**src/rtl/rd_scoreboard_pkg.sv**
```systemverilog
// Shared register-address types for the register-read scoreboard.
package rd_scoreboard_pkg;

  localparam int RV_NUM_REGS = 32;
  localparam int RV_REG_AW   = 5;

  typedef logic [RV_REG_AW-1:0] t_rv_reg_addr;

endpackage : rd_scoreboard_pkg

```
**src/rtl/rd_scoreboard_sb_counter.sv**
```systemverilog
// Per-register pending-writer counter: up on issue, down on writeback, cleared on flush.
module sb_counter #(
  parameter int MAX = 3,
  parameter int CW  = $clog2(MAX + 1)
) (
  input  logic          clk,
  input  logic          reset,
  input  logic          inc,
  input  logic          dec,
  input  logic          clr,
  output logic [CW-1:0] cnt,
  output logic          nz
);

  localparam logic [CW-1:0] SAT = CW'(MAX);

  logic [CW-1:0] cnt_q;
  logic [CW-1:0] cnt_d;

  // Simultaneous inc and dec cancel; clr wins over both.
  always_comb begin
    cnt_d = cnt_q;
    if (clr) begin
      cnt_d = '0;
    end else if (inc && !dec) begin
      if (cnt_q != SAT) cnt_d = cnt_q + CW'(1);
    end else if (dec && !inc) begin
      if (cnt_q != '0) cnt_d = cnt_q - CW'(1);
    end
  end

  always_ff @(posedge clk) begin
    if (reset) begin
      cnt_q <= '0;
    end else begin
      cnt_q <= cnt_d;
    end
  end

  always_ff @(posedge clk) begin
    if (!reset && !clr && dec && !inc) begin
      assert (cnt_q != '0) else $error("scoreboard underflow");
    end
  end

  assign cnt = cnt_q;
  assign nz  = (cnt_q != '0);

endmodule : sb_counter

```
**src/rtl/rd_scoreboard.sv**
```systemverilog
// RD0 register scoreboard: stalls uops whose sources are pending or whose destination is saturated.
module rd_scoreboard
  import rd_scoreboard_pkg::*;
#(
  parameter  int NUM_REGS     = RV_NUM_REGS,
  parameter  int MAX_INFLIGHT = 3,
  localparam int CW           = $clog2(MAX_INFLIGHT + 1)
) (
  input  logic                clk,
  input  logic                reset,
  input  logic                valid_de1,
  input  logic                src1_en_de1,
  input  t_rv_reg_addr        src1_addr_de1,
  input  logic                src2_en_de1,
  input  t_rv_reg_addr        src2_addr_de1,
  input  logic                dst_en_de1,
  input  t_rv_reg_addr        dst_addr_de1,
  input  logic                ext_stall,
  input  logic                wb_valid_rb1,
  input  t_rv_reg_addr        wb_addr_rb1,
  input  logic                br_mispred_rb1,
  output logic                stall_rd0,
  output logic                issue_rd0,
  output logic [NUM_REGS-1:0] busy_vec
);

  localparam logic [CW-1:0] SAT = CW'(MAX_INFLIGHT);

  logic [NUM_REGS-1:0][CW-1:0] cnt;
  logic [NUM_REGS-1:0]         nz;
  logic [NUM_REGS-1:0]         dst_oh;
  logic [NUM_REGS-1:0]         wb_oh;
  logic [NUM_REGS-1:0]         inc_vec;
  logic [NUM_REGS-1:0]         dec_vec;
  logic                        hazard;

  // x0 is hardwired zero: no counter, never busy.
  assign cnt[0] = '0;
  assign nz[0]  = 1'b0;

  for (genvar r = 1; r < NUM_REGS; r++) begin : g_cnt
    sb_counter #(
      .MAX (MAX_INFLIGHT),
      .CW  (CW)
    ) u_cnt (
      .clk   (clk),
      .reset (reset),
      .inc   (inc_vec[r]),
      .dec   (dec_vec[r]),
      .clr   (br_mispred_rb1),
      .cnt   (cnt[r]),
      .nz    (nz[r])
    );
  end

  // Hazard looks only at registered counts: no same-cycle writeback bypass.
  always_comb begin
    hazard = (src1_en_de1 && nz[src1_addr_de1])
          || (src2_en_de1 && nz[src2_addr_de1])
          || (dst_en_de1 && (dst_addr_de1 != '0) && (cnt[dst_addr_de1] == SAT));
  end

  assign stall_rd0 = valid_de1 && (hazard || ext_stall);
  assign issue_rd0 = valid_de1 && !stall_rd0 && !br_mispred_rb1;

  assign dst_oh  = NUM_REGS'(1) << dst_addr_de1;
  assign wb_oh   = NUM_REGS'(1) << wb_addr_rb1;
  assign inc_vec = (issue_rd0 && dst_en_de1) ? (dst_oh & ~NUM_REGS'(1)) : '0;
  assign dec_vec = wb_valid_rb1 ? (wb_oh & ~NUM_REGS'(1)) : '0;

  assign busy_vec = nz;

  always_ff @(posedge clk) begin
    if (!reset) begin
      assert (!(issue_rd0 && stall_rd0)) else $error("issue while stalled");
      assert (!busy_vec[0]) else $error("x0 reported busy");
    end
  end

`ifdef SIMULATION
  always_ff @(posedge clk) begin
    if (!reset && !br_mispred_rb1) begin
      for (int r = 1; r < NUM_REGS; r++) begin
        if (inc_vec[r] && !dec_vec[r] && cnt[r] != SAT)
          $info("sb issue x%0d cnt=%0d", r, int'(cnt[r]) + 1);
        else if (dec_vec[r] && !inc_vec[r] && cnt[r] != '0)
          $info("sb writeback x%0d cnt=%0d", r, int'(cnt[r]) - 1);
      end
    end
  end
`endif

endmodule : rd_scoreboard

```
**config.mk**
```make
export PLATFORM = sky130hd
export DESIGN_NAME = rd_scoreboard
export DESIGN_NICKNAME = d
export VERILOG_FILES = /design/src/rtl/rd_scoreboard_pkg.sv /design/src/rtl/rd_scoreboard_sb_counter.sv /design/src/rtl/rd_scoreboard.sv
export SDC_FILE = /design/constraint.sdc
export NUM_CORES = 1
export LEC_CHECK = 0
export CAP_MARGIN = 10
export CELL_PAD_IN_SITES_DETAIL_PLACEMENT = 1
export CELL_PAD_IN_SITES_GLOBAL_PLACEMENT = 2
export CORE_MARGIN = 10
export CORE_UTILIZATION = 30
export CTS_CLUSTER_SIZE = 20
export DETAILED_ROUTE_END_ITERATION = 6
export PLACE_DENSITY_LB_ADDON = 0.1
export SYNTH_ARGS = -nofsm -noshare
export SYNTH_HDL_FRONTEND = slang
export SYNTH_SLANG_ARGS = --single-unit
```
**constraint.sdc**
```tcl
create_clock -name clk -period 3.4 [get_ports clk]
set_input_delay 0.68 -clock clk [delete_from_list [all_inputs] [get_ports clk]]
set_output_delay 0.68 -clock clk [all_outputs]
set_load 0.005 [all_outputs]
```
detail.png
Window x 27 to 52, y 105 to 130 um. Cells in grey, sequential cells in the stronger grey; small squares are vias.
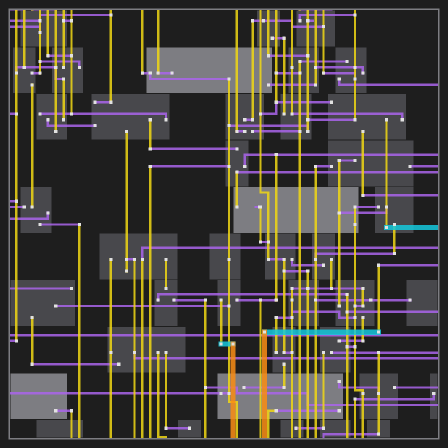
[yellow] metal 2
[orange] metal 4
[cyan] metal 3
[purple] metal 1
sequential cells in the window: 3
most frequent: nand2_1 (5), o21ai_0 (5)
netlist names of flops here include: g_cnt.u_cnt.cnt (3)
cells with their middle in the window: 32

congestion.png
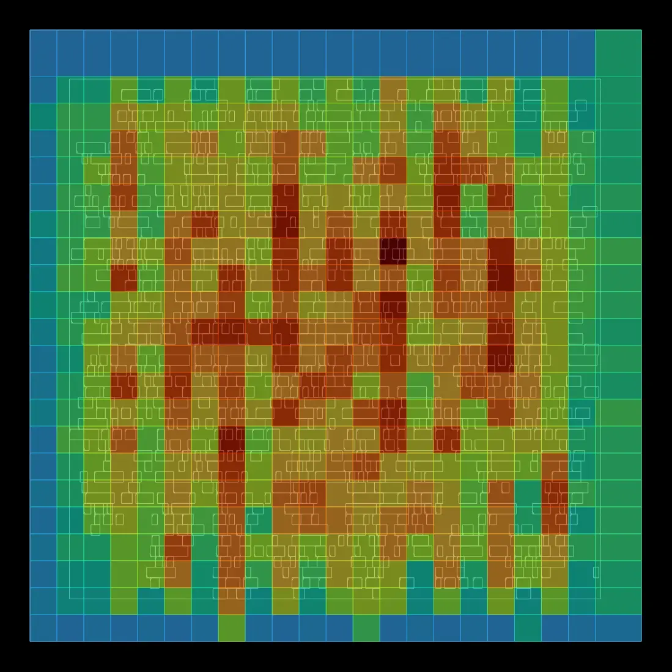
GRT met3 Usage: 0.03481
routing usage on met1: 0.2503
Routed wire per std cell: 22.14 um
GR peak layer: met2

## what timing repair did
item	in CTS	in global routing
cloned	1	5
resized	83	66
pin swaps	17	35
buffers inserted	19	14
endpoints found under the setup margin	64	60
hold buffers	0	0
## metrics by stage
step	setup WS [ps]	std cells	hold WS (ps)	utilization	area [um^2]
detailed placement	-785.6	1108	519.2	0.3829	6949
CTS	-16.09	1144	510.2	0.4207	7635
global placement	-760.2	1108	499.3	0.3829	6949
global route	-99.01	1163	549.6	0.4434	8046
floorplan	171.8	781	475.3	-	5609
finish	-23.42	1163	521.1	0.4434	8046
## worst max-delay path: stages
cell and delay (ps):
buf_12 110, buf_6 120, o21ai_2 60, o21ai_1 100
o311ai_2 400, a2111oi_4 140, a2111o_2 570, buf_6 160
nor4b_4 250, buf_2 150
==> out/metrics.cfg <==
[synthesis]
top_cell = nand2_1
synth_seq_share = 0.2213
synth_chip_area_um2 = 5609
edf_count = 0
ys_cells = 781
yosys.area_share.xor_xnor = 0
synthArstFlopShare = 0
yosys-top-cells-area = dfxtp_1 (22%), ha_1 (6.9%), o21ai_0 (6.8%)
ys_sh_adder = 0.06915
yosysTopAreaCell = dfxtp_1

[global_route]
grt_start_max_net_pins = 35
grt_util_all_layers = 0.2000
grt_pass1_vias = 6431

[timing]
worst_slew_pin_slew_ps = 709.7
finalSetupTns_ps = -23.42
finalSetupViolCount = 1
maxSlewHeadroom = 0.5269
fmax_mhz = 292.1
setup_slack_ps = -23.42

[final_layout]
lay_top_cells = buf_4 (114), nand2_1 (95), nor2_1 (74)
fillers = 2213
buf_share = 0.2364
nonClockInverterCount = 41
layout-drive-gt1-share = 0.2901
logic_area_um2 = 4118

[cts]
root_buffer = clkbuf_16
htree_num_levels = 3
cts.sinks = 62

[routing]
dr_total_vias = 6458
viasPerCell = 5.553
drt_wl_total_um = 25750

[floorplan]
fp.dieW_um = 156.7

[run_status]
status = finished with violations
violations = negative setup slack

[job]
max_cap_viol_count = 0

[worst_setup_path]
r2r_end = g_cnt[16].u_cnt.cnt[0]$_SDFFE_PP0P_

[placement]
gp_congestion = 0.8796
dp_hpwl_um = 19010

[min_path]
min_from = g_cnt[9].u_cnt.cnt[1]$_SDFFE_PP0P_
hold_path.class = reg2reg

[power]
pg_comb_mw = 0.373

